`src/rtl/seg_pkg.sv`:
```
// Shared constants and types for the 7-segment display driver and its scan decoder.
// Segment patterns are active-low on [6:0] = g..a.
package seg_pkg;

    localparam logic [6:0] NUM_0     = 7'h40;
    localparam logic [6:0] NUM_1     = 7'h79;
    localparam logic [6:0] NUM_2     = 7'h24;
    localparam logic [6:0] NUM_3     = 7'h30;
    localparam logic [6:0] NUM_4     = 7'h19;
    localparam logic [6:0] NUM_5     = 7'h12;
    localparam logic [6:0] NUM_6     = 7'h02;
    localparam logic [6:0] NUM_7     = 7'h78;
    localparam logic [6:0] NUM_8     = 7'h00;
    localparam logic [6:0] NUM_9     = 7'h10;
    localparam logic [6:0] LINE      = 7'h3F;
    localparam logic [6:0] LIT_OUT   = 7'h7F;
    localparam logic [6:0] ALL_LIGHT = 7'h00;

    // One-hot digit selects, in scan order (the select rotates right).
    localparam logic [7:0] SEL_BLANK = 8'h80;
    localparam logic [7:0] SEL_HUND  = 8'h40;
    localparam logic [7:0] SEL_TEN   = 8'h20;
    localparam logic [7:0] SEL_UNIT  = 8'h10;
    localparam logic [7:0] SEL_DASH  = 8'h08;
    localparam logic [7:0] SEL_MM    = 8'h04;
    localparam logic [7:0] SEL_P1    = 8'h02;
    localparam logic [7:0] SEL_P2    = 8'h01;

    localparam logic [2:0] SLOT_BLANK = 3'd7;
    localparam logic [2:0] SLOT_UNIT  = 3'd4;
    localparam logic [2:0] SLOT_DASH  = 3'd3;
    localparam logic [2:0] SLOT_LAST  = 3'd0;

    localparam int SLOT_LEN = 1000;

    typedef enum logic [2:0] {
        ST_IDLE,
        ST_SETTLE,
        ST_SAMPLE,
        ST_WAIT,
        ST_ASSEMBLE
    } scanState_t;

    function automatic logic [7:0] rotr8(input logic [7:0] v);
        return {v[0], v[7:1]};
    endfunction

    // Digit order: [5]=hundreds cm ... [0]=0.01 mm; 20 bits holds up to 999999.
    function automatic logic [19:0] bcdToBin(input logic [5:0][3:0] d);
        return 20'(d[5]) * 20'd100000 + 20'(d[4]) * 20'd10000 + 20'(d[3]) * 20'd1000
             + 20'(d[2]) * 20'd100    + 20'(d[1]) * 20'd10    + 20'(d[0]);
    endfunction

endpackage

```
`src/rtl/seg7_to_bcd.sv`:
```
// Combinational reverse lookup from an active-low 7-segment pattern to a BCD digit.
// Anything that is not one of the ten digit glyphs reports is_digit = 0.
module seg7_to_bcd
    import seg_pkg::*;
(
    input  logic [6:0] seg,
    output logic [3:0] digit,
    output logic       is_digit
);

    always_comb begin
        digit    = 4'd0;
        is_digit = 1'b1;
        case (seg)
            NUM_0:   digit = 4'd0;
            NUM_1:   digit = 4'd1;
            NUM_2:   digit = 4'd2;
            NUM_3:   digit = 4'd3;
            NUM_4:   digit = 4'd4;
            NUM_5:   digit = 4'd5;
            NUM_6:   digit = 4'd6;
            NUM_7:   digit = 4'd7;
            NUM_8:   digit = 4'd8;
            NUM_9:   digit = 4'd9;
            default: is_digit = 1'b0;
        endcase
    end

endmodule

```
`src/rtl/seg_scan_decoder.sv`:
```
// Watches the multiplexed 7-segment scan bus and rebuilds the displayed 19-bit distance,
// pulsing data_valid per clean frame and decode_err whenever a frame has to be abandoned.
module seg_scan_decoder
    import seg_pkg::*;
#(
    parameter int SETTLE_CYC = 500
)
(
    input  logic        clk,
    input  logic        rst,
    input  logic [7:0]  sel_in,
    input  logic [7:0]  seg_in,
    output logic [18:0] data_out,
    output logic        data_valid,
    output logic        decode_err
);

    localparam int            CW       = $clog2(SETTLE_CYC + 1);
    localparam logic [CW-1:0] CNT_LAST = CW'(SETTLE_CYC - 1);
    localparam logic [CW-1:0] CNT_ONE  = CW'(1);

    scanState_t       state_q;
    logic [7:0]       sel_q;
    logic [7:0]       segSample_q;
    logic [CW-1:0]    cnt_q;
    logic [2:0]       slotIdx_q;
    logic [5:0][3:0]  digits_q;
    logic [18:0]      dataOut_q;
    logic             valid_q;
    logic             err_q;

    logic [3:0]       bcdDigit;
    logic             isDigit;
    logic             selChanged;
    logic             rotOk;
    logic             patternOk;
    logic             dpOk;
    logic             isDigitSlot;
    logic [2:0]       digitPos;
    logic [19:0]      frameSum;

    seg7_to_bcd uSegToBcd (
        .seg      (segSample_q[6:0]),
        .digit    (bcdDigit),
        .is_digit (isDigit)
    );

    // Slot checks run on the registered segment sample so seg may lag sel by a cycle.
    always_comb begin
        selChanged  = (sel_in != sel_q);
        rotOk       = (sel_in == rotr8(sel_q));
        isDigitSlot = (slotIdx_q != SLOT_BLANK) && (slotIdx_q != SLOT_DASH);
        digitPos    = (slotIdx_q > SLOT_DASH) ? (slotIdx_q - 3'd1) : slotIdx_q;
        dpOk        = (segSample_q[7] == 1'b0) == (slotIdx_q == SLOT_UNIT);
        patternOk   = isDigit;
        if (slotIdx_q == SLOT_BLANK) begin
            patternOk = (segSample_q[6:0] == LIT_OUT);
        end else if (slotIdx_q == SLOT_DASH) begin
            patternOk = (segSample_q[6:0] == LINE);
        end
        frameSum    = bcdToBin(digits_q);
    end

    always_ff @(posedge clk) begin
        if (rst) begin
            state_q     <= ST_IDLE;
            sel_q       <= '0;
            segSample_q <= '0;
            cnt_q       <= '0;
            slotIdx_q   <= '0;
            digits_q    <= '0;
            dataOut_q   <= '0;
            valid_q     <= 1'b0;
            err_q       <= 1'b0;
        end else begin
            sel_q   <= sel_in;
            valid_q <= 1'b0;
            err_q   <= 1'b0;
            case (state_q)
                ST_IDLE: begin
                    if (selChanged && (sel_in == SEL_BLANK)) begin
                        state_q   <= ST_SETTLE;
                        cnt_q     <= CNT_ONE;
                        slotIdx_q <= SLOT_BLANK;
                    end
                end
                ST_SETTLE: begin
                    if (selChanged) begin
                        state_q  <= ST_IDLE;
                        err_q    <= 1'b1;
                        digits_q <= '0;
                        cnt_q    <= '0;
                    end else if (cnt_q == CNT_LAST) begin
                        segSample_q <= seg_in;
                        state_q     <= ST_SAMPLE;
                    end else begin
                        cnt_q <= cnt_q + CNT_ONE;
                    end
                end
                ST_SAMPLE: begin
                    if (selChanged || !patternOk || !dpOk) begin
                        state_q  <= ST_IDLE;
                        err_q    <= 1'b1;
                        digits_q <= '0;
                        cnt_q    <= '0;
                    end else begin
                        if (isDigitSlot) begin
                            digits_q[digitPos] <= bcdDigit;
                        end
                        state_q <= (slotIdx_q == SLOT_LAST) ? ST_ASSEMBLE : ST_WAIT;
                    end
                end
                ST_WAIT: begin
                    if (selChanged) begin
                        if (rotOk) begin
                            state_q   <= ST_SETTLE;
                            cnt_q     <= CNT_ONE;
                            slotIdx_q <= slotIdx_q - 3'd1;
                        end else begin
                            state_q  <= ST_IDLE;
                            err_q    <= 1'b1;
                            digits_q <= '0;
                            cnt_q    <= '0;
                        end
                    end
                end
                // With a long settle time the next blank slot can begin in this very cycle.
                ST_ASSEMBLE: begin
                    if (frameSum[19] || (selChanged && !rotOk)) begin
                        state_q  <= ST_IDLE;
                        err_q    <= 1'b1;
                        digits_q <= '0;
                        cnt_q    <= '0;
                    end else begin
                        dataOut_q <= frameSum[18:0];
                        valid_q   <= 1'b1;
                        if (selChanged) begin
                            state_q   <= ST_SETTLE;
                            cnt_q     <= CNT_ONE;
                            slotIdx_q <= slotIdx_q - 3'd1;
                        end else begin
                            state_q <= ST_WAIT;
                        end
                    end
                end
                default: begin
                    state_q <= ST_IDLE;
                end
            endcase
        end
    end

    assign data_out   = dataOut_q;
    assign data_valid = valid_q;
    assign decode_err = err_q;

endmodule

```
`config.mk`:
```
export PLATFORM = sky130hd
export DESIGN_NAME = seg_scan_decoder
export DESIGN_NICKNAME = d
export VERILOG_FILES = /design/src/rtl/seg_pkg.sv /design/src/rtl/seg7_to_bcd.sv /design/src/rtl/seg_scan_decoder.sv
export SDC_FILE = /design/constraint.sdc
export NUM_CORES = 1
export LEC_CHECK = 0
export CORE_UTILIZATION = 55
export CTS_CLUSTER_DIAMETER = 80
export DETAILED_ROUTE_END_ITERATION = 7
export PLACE_DENSITY = 0.77
export SLEW_MARGIN = 20
export SYNTH_ARGS = -nofsm -noshare
export SYNTH_HDL_FRONTEND = slang
export SYNTH_SLANG_ARGS = --single-unit
export TNS_END_PERCENT = 100
```
`constraint.sdc`:
```
create_clock -name clk -period 19.32 [get_ports clk]
set_clock_uncertainty 0.1 [all_clocks]
set_input_delay 3.864 -clock clk [delete_from_list [all_inputs] [get_ports clk]]
set_output_delay 3.864 -clock clk [all_outputs]
set_load 0.01 [all_outputs]
```
Figure 1. Sequential cells grouped by signal name (run 1).
Other sequential cells in the stronger gray, the rest of the logic in the fainter gray.
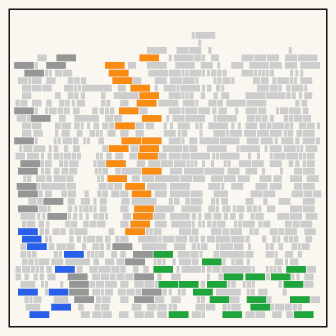
color	name in the netlist	flops
orange	`digits_q`	24
green	`data_out`	19
blue	`cnt_q`	9
not colored	24

Figure 2. Cell classes on the final placement (run 1).
The bar under the picture is 20 um long.
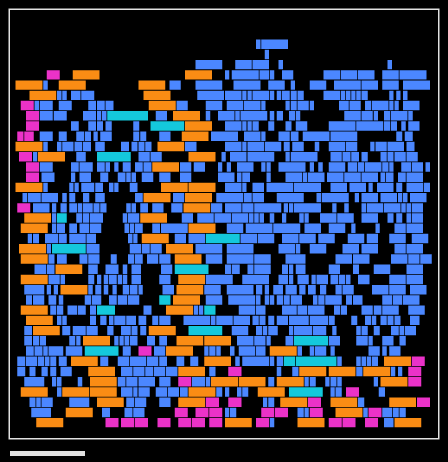
color	class	cells	share of their area
cyan	clock drivers and dummy loads	16	4.4%
blue	combinational and other logic	679	70%
magenta	remaining buffers and delay cells	39	5.1%
orange	sequential cells	76	20%

==> tab_implementation.tex, run 1 <==
% Yosys + OpenROAD metrics
\begin{tabular}{lr}
\hline
Metric & Value \\
\hline
\multicolumn{2}{l}{\textbf{STA}} \\
Setup tns final & 0 ns \\
Final Max-Slew Violation Tally & 0 \\
Max frequency & 0.1436 GHz \\
Setup Viol. Count Final & 0 \\
Hold WS & 0.3520 ns \\
\multicolumn{2}{l}{\textbf{Worst setup path}} \\
Cell family contributing the most delay on the critical path & adder cells \\
Critical-path maximum fanout & 31 \\
WP buf/inv & 4 \\
Crit-path max cell delay & about 0.67 ns \\
List of cells traversed by the critical path & fa\_1 -> inv\_1 -> fa\_1 -> inv\_1 -> ha\_1 -> nor2b\_1 -> o21ai\_0 -> and3\_1 -> nor2\_1 -> fa\_1 -> inv\_1 -> fa\_1 -> inv\_1 -> ha\_1 -> ha\_1 -> a2111oi\_2 -> o21ai\_1 -> a211oi\_2 -> mux2i\_2 -> nor2\_2 -> mux2\_4 -> a31oi\_1 -> a22o\_1 \\
Critical Path End Type & flip-flop \\
Sort of element at the start of the critical path & flip-flop \\
R2r startpoint & digits\_q[13] \\
Critical-path cell with the highest stage delay & sky130\_fd\_sc\_hd\_\_fa\_1 \\
\multicolumn{2}{l}{\textbf{Yosys}} \\
Yosys warning total & 0 \\
MUX area fraction & 2.165\% \\
Synthesized area & 0.006877 mm2 \\
Flip-flops with a built-in enable & 0 \\
Adder share & 29.51\% \\
\multicolumn{2}{l}{\textbf{Floorplan}} \\
Core Util at FP & 56.78\% \\
Horizontal extent of the die & 113.8 um \\
Placement Rows & roughly 40 \\
\multicolumn{2}{l}{\textbf{Layout}} \\
Number of non-filler instances in the completed layout & 978 \\
Post-layout nets & 963 \\
Fill cell instance count of the final layout & 1,017 \\
N\_diodes & 0 \\
\multicolumn{2}{l}{\textbf{GRT}} \\
Total global routing track utilization & roughly a quarter \\
Wire length of the first global-routing pass & 25.79 mm \\
\multicolumn{2}{l}{\textbf{CTS}} \\
Post-CTS Hold Fix Bufs & 0 \\
Cell at the root of the clock tree & sky130\_fd\_sc\_hd\_\_clkbuf\_16 \\
Count of buffers added by post-CTS timing repair for setup & 0 \\
Cells resized by post-CTS repair & 0 \\
Maximum clock insertion buffer count & 2 \\
\multicolumn{2}{l}{\textbf{Pwr}} \\
Worst vdd ir & 0.00006403 V \\
Power density relative to cell area & 46.63 mW/mm2 \\
\multicolumn{2}{l}{\textbf{Worst hold path}} \\
Worst Hold Class & flip-flop to flip-flop \\
Hold path startpoint & data\_out[12] \\
\multicolumn{2}{l}{\textbf{Route}} \\
Routed WL & between 15 and 20 mm \\
Routed Antenna Nets & 0 \\
Total iterations of the first detailed-routing run & 5 \\
Total number of vias & 5,590 \\
\multicolumn{2}{l}{\textbf{Place}} \\
Placer Congestion & roughly 0.93 \\
Cell Count Post-Placement & between 900 and 1,000 \\
\multicolumn{2}{l}{\textbf{Run status}} \\
Run status & finished clean \\
\hline
\end{tabular}
Figure 3. PDN straps and rails (run 1).
Pins as bars on the die edge. Tap cells in gray.
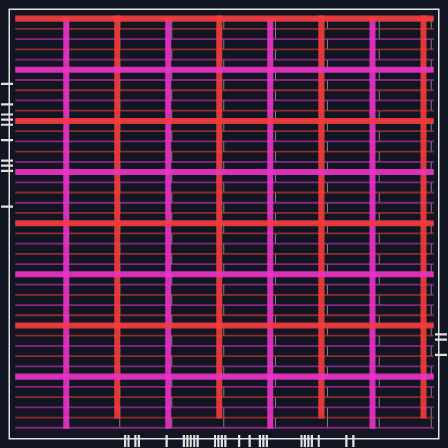
color	net
red	VDD
magenta	VSS
met1 rails	41
tap cells	168

Figure 4. Congestion heat map (run 1).
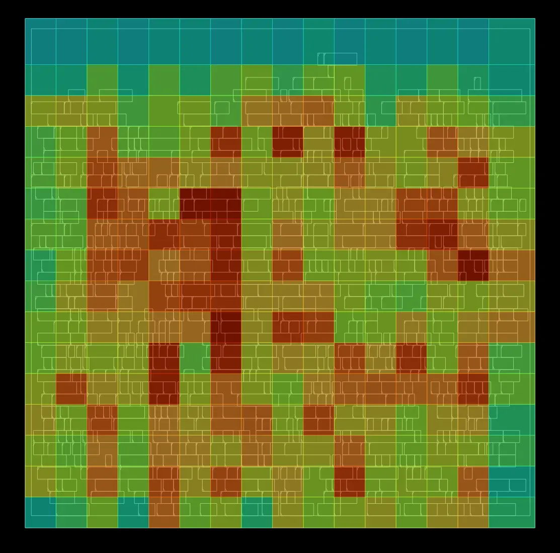
met1 GRT Util: 30.94%
Post-Route Utilization: 63.53%
post-DR wirelength/cell: 15.51 um
global-route met3 utilization: 4.357%
global routing met2 resource utilization: 43.86%

run 1: routing by layer:
| metal | vias up | GRT usage (%) |
|---|---|---|
| met3 | 19 | 4.357 |
| li1 | 2796 | - |
| met1 | 2679 | 30.94 |
| met5 | - | 0 |
| met4 | 0 | 7.446 |
| met2 | 96 | 43.86 |
run 1: Yosys cell counts, drive strengths merged (13+ instances only):
cell | instances | area share (%)
nand2 | 80 | 4.4
xnor2 | 31 | 3.9
fa | 37 | 11
a22o | 27 | 3.4
ha | 103 | 19
nor2b | 20 | 1.8
mux2i | 13 | 1.9
o21ai | 28 | 2.0
inv | 69 | 3.8
xor2 | 22 | 2.8
clkbuf | 14 | 0.76
nor2 | 39 | 2.2
nor3 | 13 | 1.1
a21oi | 65 | 4.7
dfxtp | 76 | 22
run 1: area by class of cell:
| cell class | instances | share of cell area, % |
|---|---|---|
| Tap cell | 168 | 2.732 |
| Timing Repair Buffer | 39 | 4.976 |
| Clock inverter | 6 | 1.220 |
| Multi-Input combinational cell | 610 | 64.83 |
| Sequential cell | 76 | 19.77 |
| Inverter | 69 | 3.366 |
| Clock buffer | 10 | 3.106 |
run 1: flip-flops by register name (all words and copies together), names as in the netlist:
signal,count
cnt_q,9
data_out,19
data_valid,1
decode_err,1
digits_q,24
segSample_q,8
sel_q,8
slotIdx_q,3
state_q,3
run 1: power breakdown:
part	internal (mW)	leakage (nW)	switching, mW
clock network	0.118	0.160	0.0691
logic	0.00639	2.82	0.00700
registers	0.158	0.614	0.000910
total	0.282	3.60	0.0771
run 1: path summary, 6_finish.rpt:
check | end | slack, ns | depth (start not counted)
worst max-delay path | digits_q[15] | 12.35 | 23
worst min-delay path | data_out[12] | 0.35 | 2
worst max register to register | digits_q[15] | 12.35 | 23
worst min register to register | data_out[12] | 0.35 | 2
==> run 2, diff against run 1 <==
- PLACE_DENSITY: 0.77 -> 0.8
- clock period: 19.32 -> 5.8 ns (I/O delays scaled with it)
Figure 5. Cell classes on the final placement (run 2).
The bar under the picture is 20 um long.
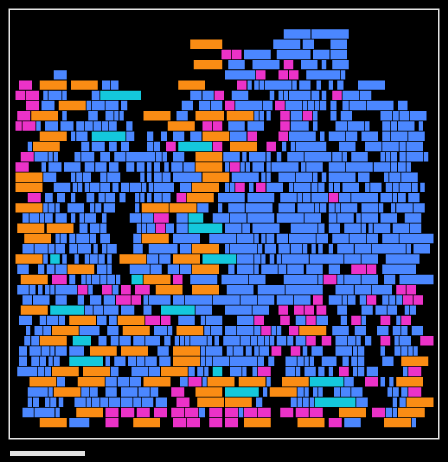
color	class	cells	share of their area
magenta	remaining buffers and delay cells	103	11%
cyan	clock drivers and dummy loads	16	4.0%
orange	sequential cells	76	18%
blue	combinational and other logic	681	67%

==> run 2 against run 1 <==
Against the previous run: the run now ends with setup timing left; clock power increased to 3.4 times the previous value; fmax increased by 16%; first-iteration DRC count rose by 18%; die size unchanged; synthesized cell count unchanged; synthesized area stayed put; combinational power increased to 3.7 times the previous value; worst hold slack improved by 0.00083 ns; final cell count is 6.7% higher; core utilization grew 6.8 points; global-route usage up 3.4 points; critical endpoint is now data_out[8]; largest cell class unchanged; largest power group unchanged.
==> tab_implementation.tex, run 2 <==
% Yosys + OpenROAD metrics
\begin{tabular}{lr}
\hline
Metric & Value \\
\hline
\multicolumn{2}{l}{\textbf{Yosys}} \\
Area leader share & 22.13\% (unchanged) \\
Distinct cells, synth & between 60 and 70 \\
Adder share & 29.51\% (unchanged) \\
Post-synth top cells & sky130\_fd\_sc\_hd\_\_ha\_1, sky130\_fd\_sc\_hd\_\_nand2\_1, sky130\_fd\_sc\_hd\_\_dfxtp\_1 \\
MUX area fraction & 2.165\% (unchanged) \\
Ys cells & 779 \\
Leading cell type by number of instances after synthesis & sky130\_fd\_sc\_hd\_\_ha\_1 \\
Synthesized area & 0.006877 mm2 (unchanged) \\
Yosys warning total & 0 (unchanged) \\
Post-synthesis cell type with the largest combined area & sky130\_fd\_sc\_hd\_\_dfxtp\_1 \\
Flip-flops with a built-in enable & 0 (unchanged) \\
Most area-consuming cells after synthesis & sky130\_fd\_sc\_hd\_\_dfxtp\_1, sky130\_fd\_sc\_hd\_\_ha\_1, sky130\_fd\_sc\_hd\_\_fa\_1 \\
\multicolumn{2}{l}{\textbf{CTS}} \\
Cell at the root of the clock tree & sky130\_fd\_sc\_hd\_\_clkbuf\_16 \\
Maximum clock insertion buffer count & 2 (unchanged) \\
Post-CTS Hold Fix Bufs & 0 (unchanged) \\
H-tree levels & 3 \\
\multicolumn{2}{l}{\textbf{Worst setup path}} \\
Sort of element at the start of the critical path & flip-flop \\
Critical Path End Type & flip-flop \\
R2r startpoint & digits\_q[15] \\
Critical-path cell with the highest stage delay & sky130\_fd\_sc\_hd\_\_fa\_2 \\
R2R Path End & data\_out[8] \\
WP buf/inv & 5 (+1) \\
Reg2Reg Depth & 22 (-4.3\%) \\
Crit-path max cell delay & 0.59 ns (-0.08 ns) \\
Critical-path maximum fanout & 5 (-84\%) \\
Cell family contributing the most delay on the critical path & adder cells \\
Minimum setup slack among reg-to-reg paths & -0.22 ns (-12.58 ns) \\
\multicolumn{2}{l}{\textbf{Route}} \\
Routed WL & 17.54 mm (+16\%) \\
Post-DR wirelength/cell & 16.80 um (+8.3\%) \\
Total number of vias & 6,071 (+8.6\%) \\
Total iterations of the first detailed-routing run & 5 (unchanged) \\
Routed Antenna Nets & 0 (unchanged) \\
\multicolumn{2}{l}{\textbf{Layout}} \\
Fill cell instance count of the final layout & 905 (-11\%) \\
Max reg flops & 24 (unchanged) \\
Post-Route Utilization & 70.35\% (+6.8 points) \\
N\_diodes & 0 (unchanged) \\
Post-layout nets & 1,029 (+6.9\%) \\
\multicolumn{2}{l}{\textbf{Floorplan}} \\
Placement Rows & 40 (unchanged) \\
Horizontal extent of the die & 113.8 um (unchanged) \\
Core Util at FP & 56.78\% (unchanged) \\
\multicolumn{2}{l}{\textbf{Worst hold path}} \\
Hold-critical path depth & 2 (unchanged) \\
Worst Hold Class & flip-flop to flip-flop \\
Hold path startpoint & data\_out[12] \\
End point of the most critical hold path & data\_out[12] \\
\multicolumn{2}{l}{\textbf{GRT}} \\
Total global routing track utilization & 28.22\% (+3.4 points) \\
Wire length of the first global-routing pass & 29.23 mm (+13\%) \\
\multicolumn{2}{l}{\textbf{Pwr}} \\
Power density relative to cell area & 142.0 mW/mm2 (+200\%) \\
Worst vdd ir & 0.0002333 V (+260\%) \\
\multicolumn{2}{l}{\textbf{STA}} \\
Hold WS & 0.3528 ns (+0.0008280 ns) \\
Setup Viol. Count Final & 57 (+57) \\
Setup tns final & -9.035 ns (-9.035 ns) \\
Final Max-Slew Violation Tally & 0 (unchanged) \\
Least setup slack across all paths after layout & -0.2244 ns \\
Final period demand of the worst path & 6.024 ns \\
Max frequency & 0.1660 GHz (+16\%) \\
\multicolumn{2}{l}{\textbf{Run status}} \\
Failing checks & setup timing \\
Run status & finished with violations \\
\hline
\end{tabular}
Figure 6. Congestion heat map (run 2).
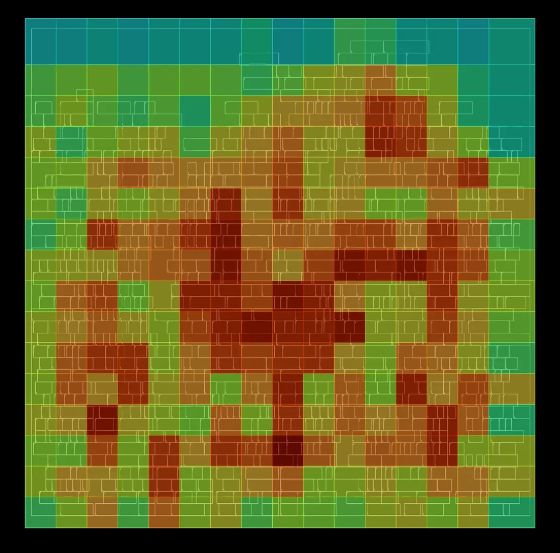
global routing met2 resource utilization: 51.71%
met1 GRT Util: 33.31%

-- run 2: cell families (layout without fill, tap and decap cells) --
group	after synthesis	in the layout
AND-OR/OR-AND	189	189
XOR/XNOR	53	53
adder cells (fa/ha/maj)	140	140
buffers and inverters	93	188
flip-flops	76	76
multiplexers	14	15
AND/OR/NAND/NOR	214	215
-- run 2: where the power goes --
| group | switching (mW) | internal [mW] |
|---|---|---|
| logic | 0.0256 | 0.0238 |
| clock network | 0.240 | 0.393 |
| registers | 0.00291 | 0.525 |
-- run 2: area by class of cell --
type                       count  area, um2  share of cell area, %
clock buffer                  10      239.0                  2.805
clock inverter                 6      95.09                  1.116
inverter                      69      259.0                  3.040
multi-input combinational    612       5304                  62.25
sequential                    76       1528                  17.93
tap                          168      210.2                  2.467
timing repair buffer         103      885.9                  10.40
-- run 2: timing repair --
item / in CTS / in global routing
gates resized: 24 / 23
endpoints found under the setup margin: 57 / 59
pin swaps: 30 / 19
setup buffers: 4 / 2
gates cloned: 2 / 0
-- run 2: metrics by stage --
step	area [um2]	std cells	total power, mW
2_1_floorplan	6970	779	0.5643
3_3_place_gp	7911	1022	0.5846
3_5_place_dp	7911	1022	0.5859
4_1_cts	8389	1042	1.212
5_1_grt	8521	1044	1.243
6_report	8521	1044	1.210
-- run 2: metal layers --
metal / GRT usage [%] / share of wire, % / vias to the layer above
met3: 4.251 / 3.8 / 45
met5: 0 / 0 / -
met1: 33.31 / 42 / 2941
met2: 51.71 / 51 / 161
li1: - / - / 2924
met4: 10.39 / 2.6 / 0
-- run 2: worst max path at each step --
stage	end	slack, ns	cells after the start
after floorplan	data_out[8]	-0.08	24
after global placement	digits_q[15]	-0.18	25
after detailed placement	digits_q[15]	-0.31	25
after CTS	slotIdx_q[2]	-0.22	25
after global routing	data_out[8]	-0.44	24
final	data_out[8]	-0.22	22
==> run 3, diff against run 2 <==
- CAP_MARGIN: unset -> 30
Figure 7. Congestion heat map (run 3).
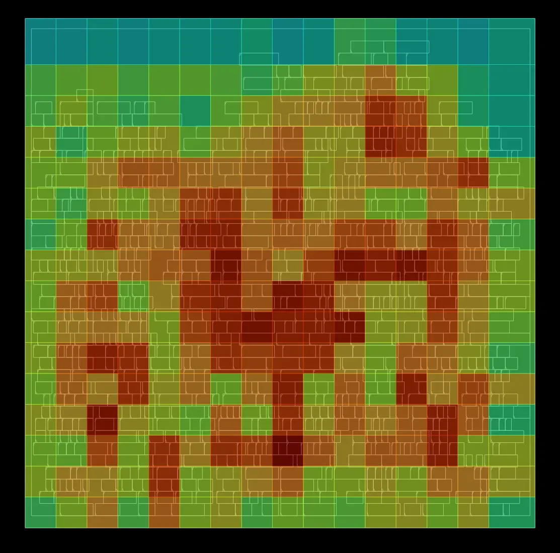
post-DR wirelength/cell: 16.85 um
total global routing track utilization: 28.22%

==> run 3 against run 2 <==
Against the previous run: the run still ends with setup timing left; final cell count is 0.19% higher; combinational power about the same; global-route usage unchanged; highest routed layer unchanged.
==> tab_implementation.tex, run 3 <==
% Yosys + OpenROAD metrics
\begin{tabular}{lr}
\hline
Metric & Value \\
\hline
\multicolumn{2}{l}{\textbf{Run status}} \\
Run status & finished with violations \\
Failing checks & setup timing \\
\multicolumn{2}{l}{\textbf{Yosys}} \\
Prevailing post-synth register cell & sky130\_fd\_sc\_hd\_\_dfxtp\_1 \\
Area leader share & 22.13\% (unchanged) \\
Post-synth top cells & sky130\_fd\_sc\_hd\_\_ha\_1, sky130\_fd\_sc\_hd\_\_nand2\_1, sky130\_fd\_sc\_hd\_\_dfxtp\_1 \\
Post-synthesis cell type with the largest combined area & sky130\_fd\_sc\_hd\_\_dfxtp\_1 \\
Synthesized area & 0.006877 mm2 (unchanged) \\
Most area-consuming cells after synthesis & sky130\_fd\_sc\_hd\_\_dfxtp\_1, sky130\_fd\_sc\_hd\_\_ha\_1, sky130\_fd\_sc\_hd\_\_fa\_1 \\
Flip-flops with a built-in enable & 0 (unchanged) \\
Leading cell type by number of instances after synthesis & sky130\_fd\_sc\_hd\_\_ha\_1 \\
Net count after synthesis & roughly 940 \\
Yosys warning total & 0 (unchanged) \\
Share of the yosys chip area belonging to registers & 22.13\% \\
Post-synth area from yosys stat & 0.006877 mm2 \\
Flops after synth & 76 \\
Ys cells & 779 (unchanged) \\
Number of instances in the synthesized netlist & 779 \\
Distinct cells, synth & 64 (unchanged) \\
\multicolumn{2}{l}{\textbf{STA}} \\
Setup Viol. Count Final & 57 (unchanged) \\
Hold WS & 0.3529 ns (+0.00004200 ns) \\
Least setup slack across all paths after layout & -0.2303 ns (-0.005924 ns) \\
Unrepaired setup endpoints after global routing & yes \\
Final Max-Slew Violation Tally & 0 (unchanged) \\
Number of failing hold endpoints at the final stage & 0 \\
Max frequency & 0.1658 GHz (about the same) \\
Final period demand of the worst path & 6.030 ns (+0.005924 ns) \\
Actual slew at the worst max-slew pin & 0.7808 ns \\
\multicolumn{2}{l}{\textbf{Worst setup path}} \\
R2r startpoint & digits\_q[15] \\
Sort of element at the start of the critical path & flip-flop \\
Critical Path End Type & flip-flop \\
Type of the setup path with the least slack & flip-flop to flip-flop \\
Timing startpoint of the critical path & digits\_q[15] \\
Cell family contributing the most delay on the critical path & adder cells \\
WP buf/inv & 6 (+1) \\
Critical-path maximum fanout & 5 (unchanged) \\
Crit-path max cell delay & 0.59 ns (about the same) \\
Critical-path cell with the highest stage delay & sky130\_fd\_sc\_hd\_\_fa\_2 \\
\multicolumn{2}{l}{\textbf{Pwr}} \\
Worst vdd ir & 0.0002344 V (+0.47\%) \\
Power density relative to cell area & 141.4 mW/mm2 (-0.46\%) \\
Design Power & 1.210 mW (about the same) \\
\multicolumn{2}{l}{\textbf{Place}} \\
Pre-CTS worst setup slack & -0.3094 ns \\
Placer Congestion & 0.8986 \\
Cell Count Post-Placement & 1,022 (unchanged) \\
Area after DPL & 0.007911 mm2 (unchanged) \\
Input/output buffers & 38 \\
\multicolumn{2}{l}{\textbf{Job}} \\
Maximum Capacitance Violations & 0 \\
\multicolumn{2}{l}{\textbf{Worst hold path}} \\
Worst Hold Class & flip-flop to flip-flop \\
Hold path startpoint & data\_out[12] \\
\multicolumn{2}{l}{\textbf{GRT}} \\
GR peak layer & met2 \\
Wire length of the first global-routing pass & 29.23 mm (unchanged) \\
Global-route met3 utilization & 4.251\% (unchanged) \\
Global routing met2 resource utilization & 51.71\% (unchanged) \\
Met1 GRT Util & 33.31\% (unchanged) \\
Number of antenna violations at the first check in global routing & 0 \\
Maximum number of pins on one net before global-route repair & 65 \\
\multicolumn{2}{l}{\textbf{Floorplan}} \\
Core Util at FP & 56.78\% (unchanged) \\
Placement Rows & 40 (unchanged) \\
Horizontal extent of the die & 113.8 um (unchanged) \\
Placeable core area & 0.01211 mm2 \\
\multicolumn{2}{l}{\textbf{Layout}} \\
Most common logic cells in the final layout & sky130\_fd\_sc\_hd\_\_ha\_1, sky130\_fd\_sc\_hd\_\_nand2\_1, sky130\_fd\_sc\_hd\_\_dfxtp\_1 \\
N\_diodes & 0 (unchanged) \\
Post-layout nets & 1,031 (+0.19\%) \\
Fill cell instance count of the final layout & 904 (-0.11\%) \\
Final std cell area, no fill & 0.008563 mm2 (+0.50\%) \\
Top reg by flops & digits\_q \\
Leading cell type in the layout, fill and taps excluded & sky130\_fd\_sc\_hd\_\_ha\_1 \\
Number of non-filler instances in the completed layout & 1,046 (+0.19\%) \\
Layout area overhead & 24.53\% \\
Max reg flops & 24 (unchanged) \\
\multicolumn{2}{l}{\textbf{Route}} \\
Routed Antenna Nets & 0 (unchanged) \\
Total number of vias & 6,127 (+0.92\%) \\
Average via count per standard cell & 5.858 \\
Total iterations of the first detailed-routing run & 5 (unchanged) \\
Post-route DRC violation count & 0 \\
Routed WL & 17.62 mm (+0.47\%) \\
\multicolumn{2}{l}{\textbf{CTS}} \\
Number of clock buffers inserted by TritonCTS & 9 \\
CTS tree & done \\
Cell at the root of the clock tree & sky130\_fd\_sc\_hd\_\_clkbuf\_16 \\
Post-CTS Hold Fix Bufs & 0 (unchanged) \\
Number of sinks on the clock net & 76 \\
Clk Latency, worst-skew pair & approximately 0.35 ns \\
H-tree levels & 3 (unchanged) \\
Maximum clock insertion buffer count & 2 (unchanged) \\
\hline
\end{tabular}
Figure 8. Sequential cells grouped by signal name (run 3).
Other sequential cells in the stronger gray, the rest of the logic in the fainter gray.
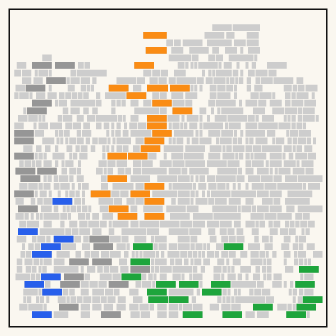
Post-Route Utilization: 70.70%
power of the sequential group: 0.527 mW
share of the final layout cell area in sequential cells: 17.84%
Register Area: 0.001528 mm2

[run 3: cell counts after synthesis]
No cell type changed its count.
[run 3: stage by stage]
step | TNS [ns] | utilization [%]
floorplan | -0.4808 | -
CTS | -7.707 | 69.27
finish | -9.264 | 70.70
detailed placement | -13.25 | 65.32
global route | -20.69 | 70.70
global placement | -6.825 | 65.32
[run 3: repair_timing]
item	CTS	global route
resized	24	26
pin swaps	30	22
gates cloned	2	0
setup endpoints to repair	57	59
setup buffers	4	3
[run 3: area by class of cell]
| class | instances | area (um2) | share of cell area, % |
|---|---|---|---|
| Tap cell | 168 | 210.2 | 2.455 |
| Clock buffer | 10 | 239.0 | 2.791 |
| Sequential cell | 76 | 1528 | 17.84 |
| Multi-Input combinational cell | 612 | 5321 | 62.14 |
| Clock inverter | 6 | 95.09 | 1.110 |
| Timing Repair Buffer | 105 | 910.9 | 10.64 |
| Inverter | 69 | 259.0 | 3.025 |
[run 3: power breakdown]
part	internal (mW)	switching (mW)
clock	0.393	0.241
sequential	0.525	0.00291
combinational	0.0237	0.0257
[run 3: final timing paths]
kind         cells after the start           end  slack, ns
max reg2reg                     23   digits_q[6]      -0.23
max                             23   digits_q[6]      -0.23
min                              2  data_out[12]       0.35
min reg2reg                      2  data_out[12]       0.35
[run 3: logic make-up after synthesis]
family | share of synthesized area (%)
DFF | 22.13
and+or+nand+nor | 15.47
muxes | 2.165
buffers and inverters | 5.386
xor gates and xnor gates | 6.750
adders and majority gates | 29.51
AOI/OAI and AO/OA | 18.60
[run 3: per-layer routing]
layer | up-vias | wire length (um)
met3 | 52 | 658
met2 | 169 | 9082
met4 | 0 | 512
met5 | - | 0
li1 | 2931 | -
met1 | 2975 | 7367
Power is estimated from default activity; no workload was simulated.
